[config.mk]
export PLATFORM = sky130hd
export DESIGN_NAME = lc4_div_sequencer
export DESIGN_NICKNAME = d
export VERILOG_FILES = /design/src/rtl/lc4_div_sequencer.sv
export SDC_FILE = /design/constraint.sdc
export NUM_CORES = 1
export LEC_CHECK = 0
export CAP_MARGIN = 20
export CORE_ASPECT_RATIO = 0.7
export CORE_MARGIN = 2
export CORE_UTILIZATION = 40
export DETAILED_ROUTE_END_ITERATION = 8
export GPL_TIMING_DRIVEN = 1
export PLACE_DENSITY = 0.65
export SLEW_MARGIN = 20
export SYNTH_ARGS = -nofsm -noshare
export SYNTH_HDL_FRONTEND = slang
export SYNTH_SLANG_ARGS = --single-unit
[constraint.sdc]
create_clock -name clk -period 3.1 [get_ports clk]
set_input_delay 0.62 -clock clk [delete_from_list [all_inputs] [get_ports clk]]
set_output_delay 0.62 -clock clk [all_outputs]
set_load 0.03 [all_outputs]
[src/rtl/lc4_div_sequencer.sv]
// Shared iterative radix-2 restoring divider for pipes A and B.
// Round-robin arbitration, STEPS iterations per cycle, valid/ready response, flush.
module lc4_div_sequencer #(
  parameter int STEPS = 1,
  parameter int TAG_W = 4
) (
  input  logic             clk,
  input  logic             rst,
  input  logic             flush,
  input  logic             a_req_valid,
  output logic             a_req_ready,
  input  logic [15:0]      a_dividend,
  input  logic [15:0]      a_divisor,
  input  logic [TAG_W-1:0] a_tag,
  input  logic             b_req_valid,
  output logic             b_req_ready,
  input  logic [15:0]      b_dividend,
  input  logic [15:0]      b_divisor,
  input  logic [TAG_W-1:0] b_tag,
  output logic             resp_valid,
  input  logic             resp_ready,
  output logic [15:0]      resp_quotient,
  output logic [15:0]      resp_remainder,
  output logic             resp_src,
  output logic [TAG_W-1:0] resp_tag
);

  localparam int         N    = 16 / STEPS;
  localparam logic [3:0] LAST = 4'(N - 1);

  typedef enum logic [1:0] {IDLE, BUSY, DONE} state_t;

  state_t           state_q, state_d;
  logic [3:0]       count_q, count_d;
  logic [15:0]      dvd_q, dvd_d;
  logic [15:0]      dvs_q, dvs_d;
  logic [15:0]      quo_q, quo_d;
  logic [15:0]      rem_q, rem_d;
  logic [TAG_W-1:0] tag_q, tag_d;
  logic             src_q, src_d;
  logic             last_grant_q, last_grant_d;  // 1 = B was granted last
  logic [15:0]      resp_quo_q, resp_quo_d;
  logic [15:0]      resp_rem_q, resp_rem_d;
  logic [TAG_W-1:0] resp_tag_q, resp_tag_d;
  logic             resp_src_q, resp_src_d;

  logic             grant_a, grant_b, accept;
  logic [15:0]      step_dvd, step_quo, step_rem, trial;

  // Round-robin: on contention the port that did not win last time goes first.
  always_comb begin
    grant_a = a_req_valid & (~b_req_valid | last_grant_q);
    grant_b = b_req_valid & (~a_req_valid | ~last_grant_q);
    accept  = (state_q == IDLE) & ~flush & ~rst & (grant_a | grant_b);
  end

  // STEPS chained restoring-division iterations, 16-bit remainder throughout.
  always_comb begin
    step_dvd = dvd_q;
    step_quo = quo_q;
    step_rem = rem_q;
    trial    = '0;
    for (int i = 0; i < STEPS; i++) begin
      trial = {step_rem[14:0], step_dvd[15]};
      if (trial >= dvs_q) begin
        step_rem = trial - dvs_q;
        step_quo = {step_quo[14:0], 1'b1};
      end else begin
        step_rem = trial;
        step_quo = {step_quo[14:0], 1'b0};
      end
      step_dvd = step_dvd << 1;
    end
  end

  // NOTE: every register below, datapath included, is cleared by the synchronous
  // reset and updated with non-blocking assignments only.
  always_ff @(posedge clk) begin
    if (rst) begin
      state_q      <= IDLE;
      count_q      <= '0;
      dvd_q        <= '0;
      dvs_q        <= '0;
      quo_q        <= '0;
      rem_q        <= '0;
      tag_q        <= '0;
      src_q        <= 1'b0;
      last_grant_q <= 1'b1;
      resp_quo_q   <= '0;
      resp_rem_q   <= '0;
      resp_tag_q   <= '0;
      resp_src_q   <= 1'b0;
    end else begin
      state_q      <= state_d;
      count_q      <= count_d;
      dvd_q        <= dvd_d;
      dvs_q        <= dvs_d;
      quo_q        <= quo_d;
      rem_q        <= rem_d;
      tag_q        <= tag_d;
      src_q        <= src_d;
      last_grant_q <= last_grant_d;
      resp_quo_q   <= resp_quo_d;
      resp_rem_q   <= resp_rem_d;
      resp_tag_q   <= resp_tag_d;
      resp_src_q   <= resp_src_d;
    end
  end

  always_comb begin
    state_d      = state_q;
    count_d      = count_q;
    dvd_d        = dvd_q;
    dvs_d        = dvs_q;
    quo_d        = quo_q;
    rem_d        = rem_q;
    tag_d        = tag_q;
    src_d        = src_q;
    last_grant_d = last_grant_q;
    resp_quo_d   = resp_quo_q;
    resp_rem_d   = resp_rem_q;
    resp_tag_d   = resp_tag_q;
    resp_src_d   = resp_src_q;
    unique case (state_q)
      IDLE: begin
        if (accept) begin
          state_d      = BUSY;
          count_d      = '0;
          dvd_d        = grant_a ? a_dividend : b_dividend;
          dvs_d        = grant_a ? a_divisor  : b_divisor;
          tag_d        = grant_a ? a_tag      : b_tag;
          src_d        = grant_b;
          last_grant_d = grant_b;
          quo_d        = '0;
          rem_d        = '0;
        end
      end
      BUSY: begin
        if (flush) begin
          state_d = IDLE;
        end else begin
          dvd_d   = step_dvd;
          quo_d   = step_quo;
          rem_d   = step_rem;
          count_d = count_q + 4'd1;
          if (count_q == LAST) begin
            state_d = DONE;
            // A zero divisor runs full length but reports 0/0.
            resp_quo_d = (dvs_q == '0) ? '0 : step_quo;
            resp_rem_d = (dvs_q == '0) ? '0 : step_rem;
            resp_tag_d = tag_q;
            resp_src_d = src_q;
          end
        end
      end
      DONE: begin
        if (flush || resp_ready) state_d = IDLE;
      end
      default: state_d = IDLE;
    endcase
  end

  always_comb begin
    a_req_ready    = accept & grant_a;
    b_req_ready    = accept & grant_b;
    resp_valid     = (state_q == DONE);
    resp_quotient  = resp_quo_q;
    resp_remainder = resp_rem_q;
    resp_src       = resp_src_q;
    resp_tag       = resp_tag_q;
  end

endmodule

Fig. 1: run 1, signal wires on met1
The bar under the picture is 50 um long. Supply wires on this layer in gray.
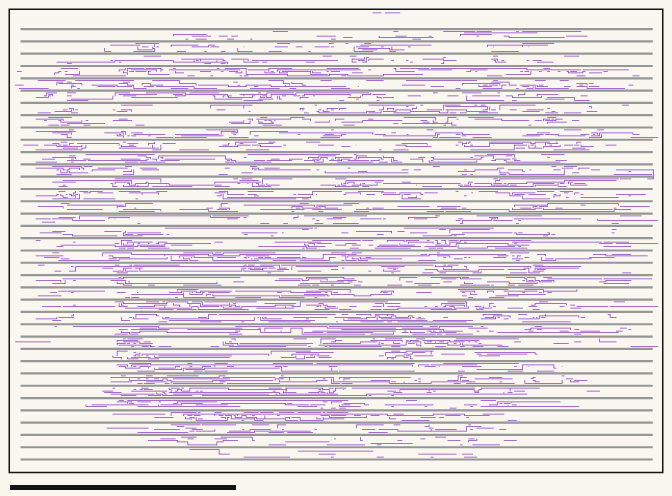
nets with wire on the layer: 768
longest straight run: 58.0 um
main direction: horizontal
share of all routed wire: 50%
wire length on this layer: 7800 um
routing usage on met1: 32.3%
drt total wl: 15700 um
DR vias: 5139

Fig. 2: run 1, signal wires on met2
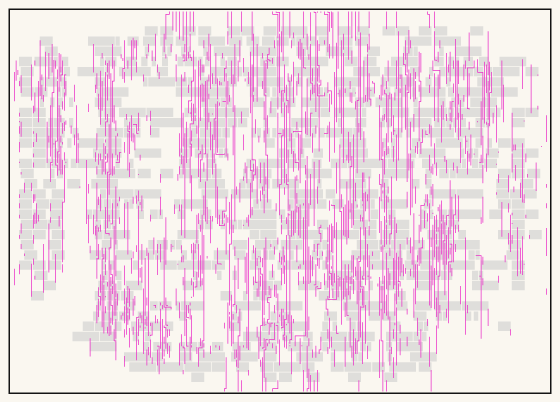
nets with wire on the layer: 690
share of all routed wire: 42%
main direction: vertical
met2 Track Usage GR: 31.4%

Fig. 3: run 1, signal wires on met3
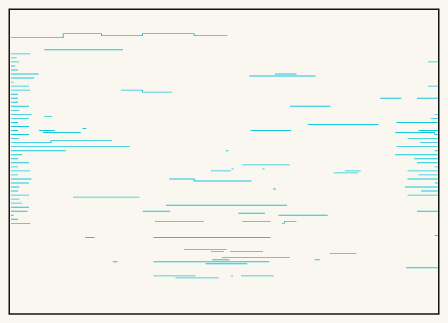
longest straight run: 40.5 um
share of all routed wire: 6.7%
main direction: horizontal
met3 global-route usage: 4.31%

==> run summary, run 1 <==
run results: status complete, no violations, I/O Buffers 117, fmax 0.349 GHz, Inst Count DP 933, Comb group 0.628 mW, Worst Setup EP a_req_ready, n_diodes 0, Filler Cell Count 1299, DR iter-0 viols 336, fraction of area in non-clock buffers 18.3%, Logic pwr share 19.2%, Layout clock area frac 4.26%, post_cts resized 0, Top pwr grp registers, vias in the first global route 4718, Mux area share 5.30%, yosys xor share 1.75%, count of library flops with an enable pin 0, commonest cells after routing, fill and taps aside clkdlybuf4s50_1 (115), dfxtp_1 (111), nand2_1 (97), a21oi_1 (56), nor2_1 (50), Clk. pwr 1.16 mW, Taps Inserted 185, synthesis-to-finish area growth 29.2%, # clk buffers 9, Period Utilization, post-route 92.4%, Fin. Hold Viols 0, Cell Pwr Density 461 nW/um2, Tightest Hold Check Type flip-flop to flip-flop, post-route cell area 7110 um2, placed inst area 6800 um2
Fig. 4: run 1, routing congestion map
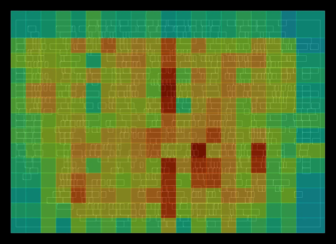

==> inputs of run 2 (changes only) <==
--- a/config.mk
+++ b/config.mk
@@ -10,8 +10,9 @@
 export CORE_MARGIN = 2
 export CORE_UTILIZATION = 40
 export DETAILED_ROUTE_END_ITERATION = 8
+export DONT_BUFFER_PORTS = 1
 export GPL_TIMING_DRIVEN = 1
-export PLACE_DENSITY = 0.65
+export SKIP_CTS_REPAIR_TIMING = 1
 export SLEW_MARGIN = 20
 export SYNTH_ARGS = -nofsm -noshare
 export SYNTH_HDL_FRONTEND = slang
Fig. 5: run 2, routing congestion map
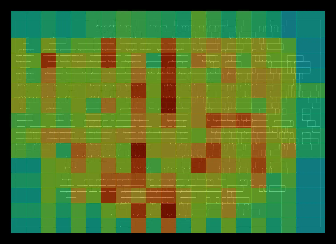
routing usage on met1: 30.4%
met3 global-route usage: 5.15%

Fig. 6: run 2, placed cells, one color a class
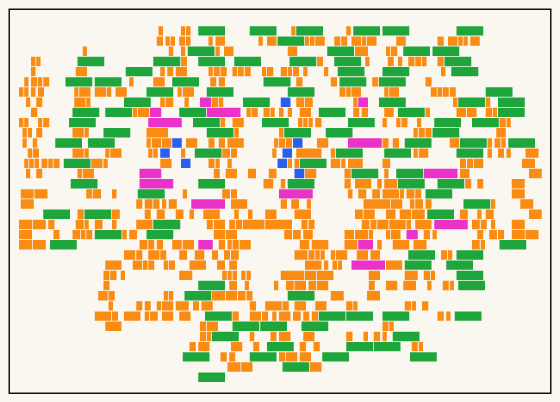
[orange] combinational and other logic | cells: 503 | share of their area: 54%
[magenta] clock drivers and dummy loads | cells: 16 | share of their area: 5.3%
[green] sequential cells | cells: 111 | share of their area: 39%
[blue] remaining buffers and delay cells | cells: 8 | share of their area: 1.1%
fin util: 44.1%
post-route cell area: 5870 um2

==> run summary, run 2 <==
run results: sw frac 29.5% (about the same), top cells, area dfxtp_1 (40%), nand2_1 (6.6%), a21oi_1 (5.1%) (unchanged), n_diodes 0 (unchanged), DR iter-0 viols 327 (was 336), DR vias 4716 (was 5139), Cell Pwr Density 535 nW/um2 (was 461 nW/um2), Inverters excl. clock 23 (unchanged), synthesis-to-finish area growth 6.73% (was 29.2%), Inst Count DP 807 (was 933), Final Skew 0.0133 ns (was 0.00813 ns), first-pass GRT wire length 23400 um (was 24700 um), clk_lat worst skew 0.35 ns (about the same), status complete, no violations (unchanged), Top pwr grp registers (unchanged), Fin. Hold Viols 0 (unchanged), Mux area share 5.30% (unchanged), # clk buffers 9 (unchanged), Logic pwr share 16.1% (was 19.2%), Filler Cell Count 1360 (was 1299), Taps Inserted 185 (unchanged), Comb group 0.504 mW (was 0.628 mW), I/O Buffers 0 (was 117), drt total wl 15200 um (was 15700 um), Seq/Total Area, Yosys 40.4% (unchanged), met2 Track Usage GR 29.1% (was 31.4%), fmax 0.396 GHz (was 0.349 GHz), count of library flops with an enable pin 0 (unchanged), Post-Layout Cell Count 823 (was 950), yosys xor share 1.75% (unchanged), vias in the first global route 4341 (was 4718), commonest cells after routing, fill and taps aside dfxtp_1 (111), nand2_1 (97), a21oi_1 (56), nor2_1 (49), o21ai_0 (44) (was clkdlybuf4s50_1 (115), dfxtp_1 (111), nand2_1 (97), a21oi_1 (56), nor2_1 (50)), Tightest Hold Check Type input pin to flip-flop (was flip-flop to flip-flop), Worst Max-Slew Pin Slew 0.709 ns (was 0.798 ns), fraction of area in non-clock buffers 1.02% (was 18.3%), Worst Setup EP resp_remainder[11]$_SDFFE_PP0P_ (was a_req_ready), placed inst area 5570 um2 (was 6800 um2)
Power figures rest on the tool's default switching activity, not on a simulated workload.
